## src/rtl/ordenador_pkg.sv

```systemverilog
// Shared definitions for the serial insertion sorter: default frame geometry and FSM states.
package ordenador_pkg;

  localparam int N_DEF = 9;
  localparam int W_DEF = 4;

  typedef enum logic {
    LOAD = 1'b0,
    SEND = 1'b1
  } state_t;

endpackage

```

## src/rtl/ordenador_celula.sv

```systemverilog
// One slot of the sorted register array: decides whether the slot keeps its value,
// takes the incoming value, or inherits its lower neighbour's value (shift up).
module ordenador_celula
  import ordenador_pkg::*;
#(
  parameter int W = W_DEF
) (
  input  logic [W-1:0] own,
  input  logic [W-1:0] lower,
  input  logic [W-1:0] new_value,
  input  logic         own_valid,
  input  logic         lower_valid,
  output logic [W-1:0] next_value
);

  logic own_le;
  logic lower_le;

  // "<=" places a new value after any equal stored values, preserving arrival order.
  assign own_le   = own_valid && (own <= new_value);
  assign lower_le = lower_valid && (lower <= new_value);

  always_comb begin
    next_value = lower;
    if (own_le) begin
      next_value = own;
    end else if (lower_le) begin
      next_value = new_value;
    end
  end

endmodule

```

## src/rtl/ordenador_serial.sv

```systemverilog
// Streaming insertion sorter: collects N values into an ascending array, then emits
// them smallest-first with a valid/ready handshake on both sides.
module ordenador_serial
  import ordenador_pkg::*;
#(
  parameter int N = N_DEF,
  parameter int W = W_DEF
) (
  input  logic         clk,
  input  logic         rst_n,
  input  logic         in_valid,
  output logic         in_ready,
  input  logic [W-1:0] in_data,
  output logic         out_valid,
  input  logic         out_ready,
  output logic [W-1:0] out_data,
  output logic         out_last
);

  localparam int CW = (N > 1) ? $clog2(N) : 1;

  state_t         state;
  logic [CW-1:0]  cnt;
  logic [CW-1:0]  idx;
  logic [CW-1:0]  idx_inc;
  logic [W-1:0]   r      [N];
  logic [W-1:0]   r_next [N];
  logic [N-1:0]   slot_valid;

  assign in_ready  = (state == LOAD);
  assign out_valid = (state == SEND);
  assign idx_inc   = idx + 1'b1;

  // Slots at or above cnt are treated as empty, so stale data from a previous frame never matters.
  for (genvar gi = 0; gi < N; gi++) begin : g_slot
    assign slot_valid[gi] = (cnt > CW'(gi));
    if (gi == 0) begin : g_bottom
      ordenador_celula #(.W(W)) u_cell (
        .own        (r[0]),
        .lower      ({W{1'b0}}),
        .new_value  (in_data),
        .own_valid  (slot_valid[0]),
        .lower_valid(1'b1),
        .next_value (r_next[0])
      );
    end else begin : g_upper
      ordenador_celula #(.W(W)) u_cell (
        .own        (r[gi]),
        .lower      (r[gi-1]),
        .new_value  (in_data),
        .own_valid  (slot_valid[gi]),
        .lower_valid(slot_valid[gi-1]),
        .next_value (r_next[gi])
      );
    end
  end

  always_ff @(posedge clk or negedge rst_n) begin
    if (!rst_n) begin
      state    <= LOAD;
      cnt      <= '0;
      idx      <= '0;
      out_data <= '0;
      out_last <= 1'b0;
      for (int i = 0; i < N; i++) r[i] <= '0;
    end else begin
      case (state)
        LOAD: begin
          if (in_valid) begin
            for (int i = 0; i < N; i++) r[i] <= r_next[i];
            if (cnt == CW'(N - 1)) begin
              state    <= SEND;
              cnt      <= '0;
              idx      <= '0;
              // Present the minimum of the just-completed array on the very next cycle.
              out_data <= r_next[0];
              out_last <= (N == 1);
            end else begin
              cnt <= cnt + 1'b1;
            end
          end
        end
        SEND: begin
          if (out_ready) begin
            if (out_last) begin
              state    <= LOAD;
              idx      <= '0;
              out_last <= 1'b0;
            end else begin
              idx      <= idx_inc;
              out_data <= r[idx_inc];
              out_last <= (idx_inc == CW'(N - 1));
            end
          end
        end
        default: state <= LOAD;
      endcase
    end
  end

endmodule

```

## config.mk

```make
export PLATFORM = sky130hd
export DESIGN_NAME = ordenador_serial
export DESIGN_NICKNAME = d
export VERILOG_FILES = /design/src/rtl/ordenador_pkg.sv /design/src/rtl/ordenador_celula.sv /design/src/rtl/ordenador_serial.sv
export SDC_FILE = /design/constraint.sdc
export NUM_CORES = 1
export LEC_CHECK = 0
export CORE_ASPECT_RATIO = 1.2
export CORE_MARGIN = 2
export CORE_UTILIZATION = 47
export DETAILED_ROUTE_END_ITERATION = 10
export PLACE_DENSITY = 0.62
export SYNTH_ARGS = -nofsm -noshare
export SYNTH_HDL_FRONTEND = slang
export SYNTH_SLANG_ARGS = --single-unit
```

## constraint.sdc

```tcl
create_clock -name clk -period 2.85 [get_ports clk]
set_input_delay 0.57 -clock clk [delete_from_list [all_inputs] [get_ports clk]]
set_output_delay 0.57 -clock clk [all_outputs]
set_load 0.01 [all_outputs]
```

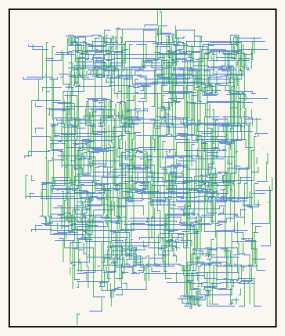
run_1/wires.png
Two of the layers only.
Green is metal 2, wire length 5310 µm. Blue is metal 1, wire length 4310 µm.
Final Routed Wirelength: 10300 µm
wire per inst: 18.4 µm

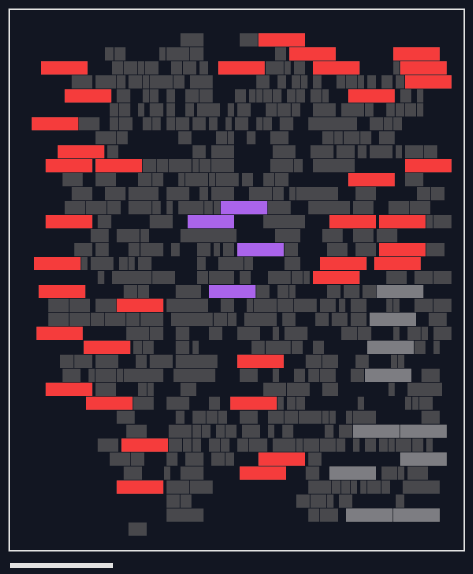
run_1/flops_by_reg.png
The bar under the picture is 20 µm long. Other sequential cells in the stronger grey, the rest of the logic in the fainter grey.
Purple is cnt, flops 4, where centre. Red is r, flops 36, where spread over the die.
Flop+latch power: 0.00154 W
sequential cell area: 1250 µm²
sequential share of cell area: 27.0%
end-of-flow core utilization: 56.5%

==> results.rst, run 1 <==
Implementation results
======================

.. list-table::
   :header-rows: 1

   * - Metric
     - Value
   * - Std-Cell Core Area
     - 8200 µm²
   * - FF+latch count, synth
     - 50
   * - Post-CTS Setup Bufs
     - 0
   * - Vias per cell
     - 5.98
   * - Mux contribution to synthesized area
     - 16.8%
   * - Yosys xor share
     - 0.219%
   * - Max Cap Viol
     - 0
   * - Post-place setup slack
     - -0.210 ns
   * - Min Tclk post-route
     - 2.75 ns
   * - Total power density per cell area
     - 1150 nW/µm²
   * - Area fraction in compound gates
     - 20.5%
   * - Dominant cells by area after synthesis
     - dfrtp_1 (31%), ha_1 (13%), mux2_2 (8.4%), mux4_2 (4.5%), o21ai_0 (3.5%)
   * - Net count after synthesis
     - 449
   * - Adder-cell area share of the yosys netlist
     - 13.4%
   * - Fin. max-slew vios
     - 0
   * - Synthesized area per cell
     - 10.1 µm²
   * - Clock slew at the register clock pins of the worst setup and hold paths
     - 0.10 ns
   * - # clock sinks
     - 50
   * - Result of the run
     - complete, no violations
   * - Launching element type of the critical path
     - primary input
   * - Placed wire-length estimate after detailed placement
     - 7780 µm
   * - YS warnings
     - 0
   * - Leading post-synthesis cells by instance count
     - dfrtp_1 (50), ha_1 (43), mux2_2 (30)
   * - GR met3 Demand/Resource
     - 2.76%
   * - Critical Path End Type
     - flip-flop
   * - Stages on the worst setup path
     - 8
   * - Top logic cells by instance count in the layout
     - dfrtp_1 (50), ha_1 (43), buf_4 (37)
   * - Worst setup path startpoint
     - in_data[3]
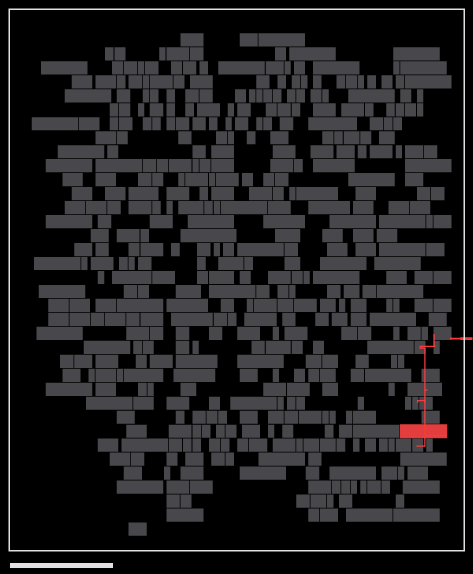
run_1/io_fan.png
The bar under the picture is 20 µm long.
Red is out_valid, direction output, end cells 1, wire 36.0 µm.
number of buffers inserted by port buffering: 14
top-level I/O count: 15

## run 1: routing by layer
layer / up-vias / wire length, µm
li1: 1602 / -
met1: 1634 / 4310
met2: 98 / 5310
met3: 10 / 540
met4: 0 / 140
met5: - / 0
## run 1: where the power goes
group	switching, W	internal, W	leakage [nW]
sequential	0.000487	0.00105	0.581
clock	0.000254	0.000263	0.0514
combinational	0.00162	0.00167	1.38
## run 1: sequential cells by signal (all words and copies together) (netlist names)
register,count
out_last,1
r,36
cnt,4
out_valid,1
out_data,4
idx,4
## run 1: layout make-up
class	instances	area [µm²]	area share (%)
tap	114	143	3.08
multi-input combinational	310	2580	55.8
sequential	50	1250	27.0
clock inverter	2	37.5	0.811
inverter	24	90.1	1.95
timing repair buffer	53	453	9.78
clock buffer	6	72.6	1.57
--- run 2 (diff from run 1) ---
--- a/config.mk
+++ b/config.mk
@@ -5,6 +5,7 @@
 export SDC_FILE = /design/constraint.sdc
 export NUM_CORES = 1
 export LEC_CHECK = 0
+export CAP_MARGIN = 5
 export CORE_ASPECT_RATIO = 1.2
 export CORE_MARGIN = 2
 export CORE_UTILIZATION = 47
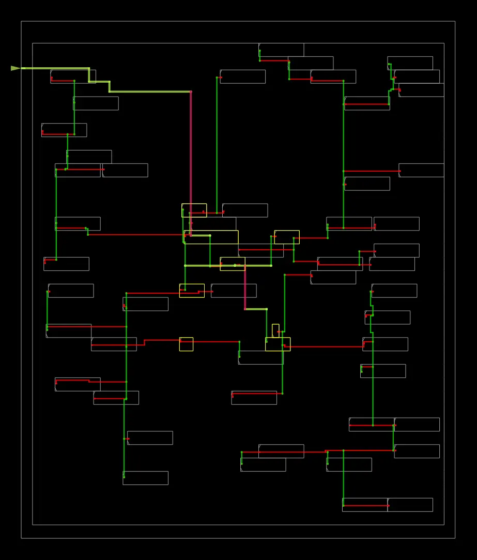
run_2/clocks.png
# clock sinks: 50
maximum clock skew at final layout: 0.00928 ns
CLK BUF: 6
power drawn by the clock network: 0.000517 W

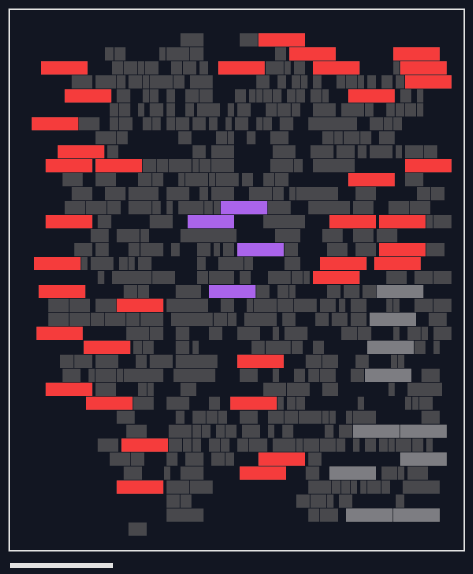
run_2/flops_by_reg.png
The bar under the picture is 20 µm long. Other sequential cells in the stronger grey, the rest of the logic in the fainter grey.
Purple is cnt, flops 4, where centre. Red is r, flops 36, where spread over the die.

==> run 2 against run 1 <==
Effect of this change: die area is the same; core utilization is the same; sequential power is essentially flat; final area is the same; sequential cell count is the same; largest cell class unchanged.
==> results.rst, run 2 <==
Implementation results
======================

.. list-table::
   :header-rows: 1

   * - Metric
     - Value
   * - Result of the run
     - complete, no violations
   * - Part of the power in combinational logic
     - 61.6%
   * - FF+latch count, synth
     - 50
   * - Clock slew at the register clock pins of the worst setup and hold paths
     - 0.10 ns
   * - Leading post-synthesis cells by instance count
     - dfrtp_1 (50), ha_1 (43), mux2_2 (30)
   * - Worst slew margin relative to its limit
     - 56.9%
   * - Flop+latch power
     - 0.00154 W
   * - GR met3 Demand/Resource
     - 2.76%
   * - Placed wire-length estimate after detailed placement
     - 7780 µm
   * - Multi-input gate area
     - 2580 µm²
   * - Cell with the most instances after synthesis
     - dfrtp_1
   * - Top-level I/O count
     - 15
   * - Combinational group power
     - 0.00329 W
   * - Post-place setup slack
     - -0.210 ns
   * - Sequential fraction of design power
     - 28.8%
   * - Total power density per cell area
     - 1150 nW/µm²
   * - Post-synth design cell area
     - 4000 µm²
   * - Sequential cell area
     - 1250 µm²
   * - YS warnings
     - 0
   * - Internal power
     - 0.00298 W
   * - Number of antenna violations at the first check in global routing
     - 0
   * - Top logic cells by instance count in the layout
     - dfrtp_1 (50), ha_1 (43), buf_4 (37)
   * - Wire per inst
     - 18.4 µm
   * - Number of flip-flops under the largest register name
     - 36
   * - Dominant cells by area after synthesis
     - dfrtp_1 (31%), ha_1 (13%), mux2_2 (8.4%), mux4_2 (4.5%), o21ai_0 (3.5%)
   * - Min Tclk post-route
     - 2.75 ns
   * - Fraction of power spent switching nets
     - 44.1%
   * - End-of-flow core utilization
     - 56.5%
   * - Clk network pwr share
     - 9.7%
   * - Power group with the highest consumption
     - combinational logic
   * - Reg-to-Reg Start
     - idx[1]
   * - Launching element type of the critical path
     - primary input
   * - Critical Path End Type
     - flip-flop
   * - Fin. max-slew vios
     - 0
   * - Vias per cell
     - 5.98
   * - Std-Cell Core Area
     - 8200 µm²
   * - Switching component of the power
     - 0.00236 W
   * - Routed length on met1
     - 4310 µm
   * - Detail Route met2 WL
     - 5310 µm
   * - Routed met3 length
     - 540 µm
   * - Worst-Margin Slew
     - 0.646 ns
==> run 2: cell type report <==
class	instances	area share, %
Multi-Input combinational cell	310	55.8
Sequential cell	50	27.0
Inverter	24	1.95
Tap cell	114	3.08
Timing Repair Buffer	53	9.78
Clock buffer	6	1.57
Clock inverter	2	0.811
==> run 2: logic make-up (layout without fill, tap and decap cells) <==
kind of cell	after synthesis	count (layout)	share of synthesized area [%]
mux	53	53	16.8
compound gates	112	112	20.5
xor+xnor	1	1	0.219
fa+ha+maj	43	43	13.4
simple gates	101	101	13.6
flops	50	50	31.3
buf+inv	38	85	4.25
==> run 2: worst max-delay path: cells and delay by family <==
kind            cells  cell delay [ns]
mux                 2             0.63
compound gates      3             0.75
fa+ha+maj           1             0.36
buf+inv             2             0.64
Power is estimated from default activity; no workload was simulated.
